Routed metal per tile:
Drawn at 8 px/micron. The die is cut into 9 by 9 equal tiles; white is low, dark blue is high, scaled to the fullest tile. Values are wire area over tile area, all layers added.
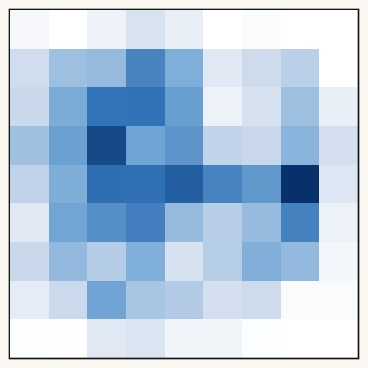
Nets reached from selected ports:
Drawn at 12 px/micron.
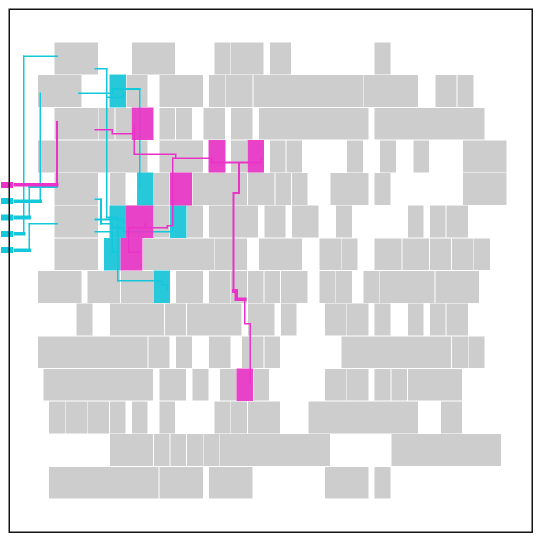
Clock wires, drivers and flops:
Drawn at 12 px/micron.
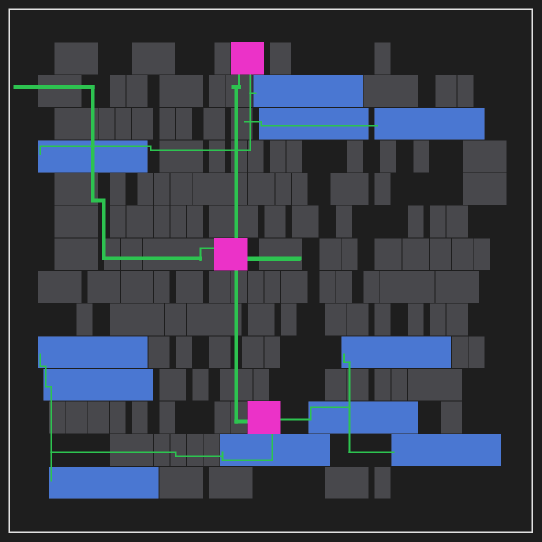
$ cat src/rtl/timer_pkg.sv
// Shared types and constants for the programmable countdown timer.
package timer_pkg;

  localparam int unsigned TIMER_CPS_SIM   = 10;
  localparam int unsigned TIMER_CPS_BOARD = 100_000_000;

  typedef enum logic [1:0] {
    IDLE    = 2'd0,
    RUNNING = 2'd1,
    PAUSED  = 2'd2
  } timer_state_t;

  // Width of the sub-second prescaler for a given clocks-per-second rate.
  function automatic int unsigned sub_w(input int unsigned cps);
    return $clog2(cps);
  endfunction

endpackage

$ cat src/rtl/timer_prescaler.sv
// Sub-second prescaler: counts CLK_PER_SEC-1 down to 0 and flags second and
// half-second boundaries. Clear beats load beats count.
module timer_prescaler
  import timer_pkg::*;
#(
  parameter int unsigned CLK_PER_SEC = TIMER_CPS_SIM
) (
  input  logic clock,
  input  logic reset,
  input  logic load,
  input  logic clear,
  input  logic count,
  output logic sec_tick,
  output logic half_tick
);

  localparam int unsigned     SUB_W    = sub_w(CLK_PER_SEC);
  localparam logic [SUB_W-1:0] SUB_TOP  = SUB_W'(CLK_PER_SEC - 1);
  localparam logic [SUB_W-1:0] SUB_HALF = SUB_W'(CLK_PER_SEC / 2);

  logic [SUB_W-1:0] sub;
  logic [SUB_W-1:0] sub_next;

  // Reaching zero wraps back to the top; the owner decides whether that ends a second.
  always_comb begin
    sub_next = sub;
    if (clear) begin
      sub_next = '0;
    end else if (load) begin
      sub_next = SUB_TOP;
    end else if (count) begin
      sub_next = (sub == '0) ? SUB_TOP : sub - SUB_W'(1);
    end
  end

  always_ff @(posedge clock or posedge reset) begin
    if (reset) begin
      sub <= '0;
    end else begin
      sub <= sub_next;
    end
  end

  assign sec_tick  = (sub == '0);
  assign half_tick = (sub == '0) || (sub == SUB_HALF);

endmodule

$ cat src/rtl/prog_timer.sv
// Pausable countdown timer with second/half-second strobes and expiry flag.
// Optional auto-reload on completion is enabled by PROG_TIMER_AUTO_RELOAD_EN.
module prog_timer
  import timer_pkg::*;
#(
  parameter int unsigned CLK_PER_SEC = TIMER_CPS_SIM,
  parameter int unsigned VALUE_W     = 4
) (
  input  logic               clock,
  input  logic               reset,
  input  logic [VALUE_W-1:0] value,
  input  logic               start_timer,
  input  logic               pause,
  input  logic               abort,
`ifdef PROG_TIMER_AUTO_RELOAD_EN
  input  logic               auto_reload,
`endif
  output logic               busy,
  output logic [VALUE_W-1:0] remaining,
  output logic               expired,
  output logic               one_hz_enable,
  output logic               half_hz_enable
);

  timer_state_t       state;
  timer_state_t       state_next;
  logic [VALUE_W-1:0] remaining_next;
  logic               expired_next;
  logic               pre_load;
  logic               pre_clear;
  logic               pre_count;
  logic               sec_tick;
  logic               half_tick;

  timer_prescaler #(
    .CLK_PER_SEC(CLK_PER_SEC)
  ) u_prescaler (
    .clock    (clock),
    .reset    (reset),
    .load     (pre_load),
    .clear    (pre_clear),
    .count    (pre_count),
    .sec_tick (sec_tick),
    .half_tick(half_tick)
  );

`ifdef PROG_TIMER_AUTO_RELOAD_EN
  logic [VALUE_W-1:0] reload_val;

  // Every accepted start also arms the reload value for later completions.
  always_ff @(posedge clock or posedge reset) begin
    if (reset) begin
      reload_val <= '0;
    end else if (start_timer && !abort) begin
      reload_val <= value;
    end
  end
`endif

  // Priority: abort, then start, then pause; counting happens on any unpaused cycle.
  always_comb begin
    state_next     = state;
    remaining_next = remaining;
    expired_next   = expired;
    pre_load       = 1'b0;
    pre_clear      = 1'b0;
    pre_count      = 1'b0;

    if (abort) begin
      state_next     = IDLE;
      remaining_next = '0;
      expired_next   = 1'b0;
      pre_clear      = 1'b1;
    end else if (start_timer) begin
      if (value != '0) begin
        state_next     = RUNNING;
        remaining_next = value;
        expired_next   = 1'b0;
        pre_load       = 1'b1;
      end else begin
        state_next     = IDLE;
        remaining_next = '0;
        expired_next   = 1'b1;
        pre_clear      = 1'b1;
      end
    end else begin
      case (state)
        RUNNING, PAUSED: begin
          expired_next = 1'b0;
          if (pause) begin
            state_next = PAUSED;
          end else begin
            state_next = RUNNING;
            pre_count  = 1'b1;
            if (sec_tick && (remaining != '0)) begin
              remaining_next = remaining - VALUE_W'(1);
              if (remaining == VALUE_W'(1)) begin
                expired_next = 1'b1;
`ifdef PROG_TIMER_AUTO_RELOAD_EN
                if (auto_reload) begin
                  remaining_next = reload_val;
                  pre_load       = 1'b1;
                end else begin
                  state_next = IDLE;
                  pre_clear  = 1'b1;
                end
`else
                state_next = IDLE;
                pre_clear  = 1'b1;
`endif
              end
            end
          end
        end
        default: begin
          state_next = IDLE;
        end
      endcase
    end
  end

  always_ff @(posedge clock or posedge reset) begin
    if (reset) begin
      state     <= IDLE;
      remaining <= '0;
      expired   <= 1'b0;
    end else begin
      state     <= state_next;
      remaining <= remaining_next;
      expired   <= expired_next;
    end
  end

  assign busy           = (state == RUNNING) || (state == PAUSED);
  assign one_hz_enable  = (state == RUNNING) && sec_tick;
  assign half_hz_enable = (state == RUNNING) && half_tick;

endmodule

$ cat config.mk
export PLATFORM = sky130hd
export DESIGN_NAME = prog_timer
export DESIGN_NICKNAME = d
export VERILOG_FILES = /design/src/rtl/timer_pkg.sv /design/src/rtl/timer_prescaler.sv /design/src/rtl/prog_timer.sv
export SDC_FILE = /design/constraint.sdc
export NUM_CORES = 1
export LEC_CHECK = 0
export ABC_AREA = 1
export ABC_CLOCK_PERIOD_IN_PS = 3500
export CORE_MARGIN = 2
export CORE_UTILIZATION = 55
export CTS_BUF_LIST = sky130_fd_sc_hd__clkbuf_4 sky130_fd_sc_hd__clkbuf_8
export DETAILED_ROUTE_END_ITERATION = 10
export GPL_TIMING_DRIVEN = 0
export PLACE_DENSITY = 0.84
export REMOVE_ABC_BUFFERS = 1
export SKIP_CTS_REPAIR_TIMING = 1
export SLEW_MARGIN = 15
export SYNTH_ARGS = -nofsm -noshare
export SYNTH_HDL_FRONTEND = slang
export SYNTH_SLANG_ARGS = --single-unit
$ cat constraint.sdc
create_clock -name clock -period 3.5 [get_ports clock]
set_input_delay 1.05 -clock clock [delete_from_list [all_inputs] [get_ports clock]]
set_output_delay 1.05 -clock clock [all_outputs]
set_load 0.005 [all_outputs]
==> run notes <==
The post-synthesis instance area is 857 sq um. In the routed design, unresolved DRC markers number 0. The logs give 2450 ps for the required time of the critical path and 125 for the yosys cell count. The floorplan report lists the tap cell count as 16.

Listed in order, past its start point the critical path passes inv_1 > ha_1 > nand3_2 > a21oi_1 > clkdlybuf4s50_1. The run gives 6.86 sq um for the mean instance size in the synthesized netlist. The last timing report of the flow puts the setup violation total at 0.

The tools report the master cell of the clock root buffer as sky130_fd_sc_hd__clkbuf_4. The flow ran to the end, and the final reports show no timing, DRC or antenna violations. With the arrival time at the worst endpoint at 1870 ps, the worst-case register-to-register setup slack is 1980 ps. The tools report the worst hold slack after final layout as 507 ps. Timing analysis after detailed placement gives a worst setup slack of 891 ps. Fraction of post-synthesis cell area in the top cell type by area: 32.1%. For the pin with the worst max-slew slack, the measured transition is 437 ps.

Max fanout on the critical path was recorded as 5. The run gives 0% for the post-synthesis share of cell area spent on xor and xnor gates. The total number of clock tree sinks is 11, and the number of sequential storage elements is 11.

Per the layout report, the design carries 16 non-clock buffers. Per the OpenROAD floorplan log, the area of the core is 1490 sq um. Entering global routing, the biggest net connects 12 pins. For this run, the detailed router's first-pass iteration total came to 4.
## Picture notes: 'routed metal per tile'
fullest tile: 0.50
nearly empty tiles: 14%
tiles over half the peak: 24%
mean over tiles: 0.16
Via Count: 836
per-cell routed wire length: 11.6 microns
combined global-route utilization of all metal layers: 22.7%
Routed Wire Length: 1870 microns

## Picture notes: 'nets reached from selected ports'
legend:
  `value`:
    colour: cyan
    bits: 4
    direction: input
    end_cells: 6
    buffers: 4
    wire: 96.6 microns
  `start_timer`:
    colour: magenta
    bits: 1
    direction: input
    end_cells: 7
    buffers: 1
    wire: 59.4 microns
I/O pin count: 17
number of input and output port buffers inserted: 16

## Picture notes: 'clock wires, drivers and flops'
legend:
  clock wires:
    colour: green
    length: 166 microns
  cells driving clock nets:
    colour: magenta
    count: 3
  flip-flops:
    colour: blue
    count: 11
routed clock nets: 4
flops lie: all over the die
power in the clock group: 90.9 uW
insertion delay at the late pin of the worst-skew pair: 280 ps
Clk network pwr share: 22.1%

## placed cells by master, fill, tap and decap left out, types with 2 or more instances in the layout
cell type                         synthesis  final
sky130_fd_sc_hd__a211oi_1                 2      2
sky130_fd_sc_hd__a21oi_1                  4      4
sky130_fd_sc_hd__clkbuf_4                 0      3
sky130_fd_sc_hd__clkdlybuf4s50_1          0     16
sky130_fd_sc_hd__dfrtp_1                 11     11
sky130_fd_sc_hd__ha_1                     6      6
sky130_fd_sc_hd__inv_1                   14     14
sky130_fd_sc_hd__inv_2                    8      8
sky130_fd_sc_hd__nand2_1                 29     29
sky130_fd_sc_hd__nand2_2                  4      4
sky130_fd_sc_hd__nand3_1                 13     13
sky130_fd_sc_hd__nand3_2                  2      2
sky130_fd_sc_hd__nor2_1                  15     15
sky130_fd_sc_hd__nor2_2                   4      4
sky130_fd_sc_hd__o21ai_0                  2      2
sky130_fd_sc_hd__o21ai_1                  6      6
## power by group
| group | internal (mW) | total [mW] | switching [mW] |
|---|---|---|---|
| Clock | 0.0425 | 0.0909 | 0.0484 |
| Combinational | 0.0711 | 0.163 | 0.0916 |
| Sequential | 0.142 | 0.157 | 0.0147 |
## layer usage
metal	GRT usage, %	routed length (microns)	share of wire [%]
met5	0	0	0
met4	10.9	43	2.3
met3	2.50	65	3.5
met2	43.9	974	52
met1	24.0	782	42
## worst max-delay path by stage
stage,from,to,slack (ps),cells past startpoint
final,u_prescaler.sub[0],half_hz_enable,580,5
after global routing,u_prescaler.sub[0],half_hz_enable,470,5
after CTS,u_prescaler.sub[0],half_hz_enable,580,5
after detailed placement,u_prescaler.sub[0],half_hz_enable,890,5
after global placement,u_prescaler.sub[0],half_hz_enable,960,5
after floorplan,u_prescaler.sub[0],half_hz_enable,1490,4
Power figures rest on the tool's default switching activity, not on a simulated workload.
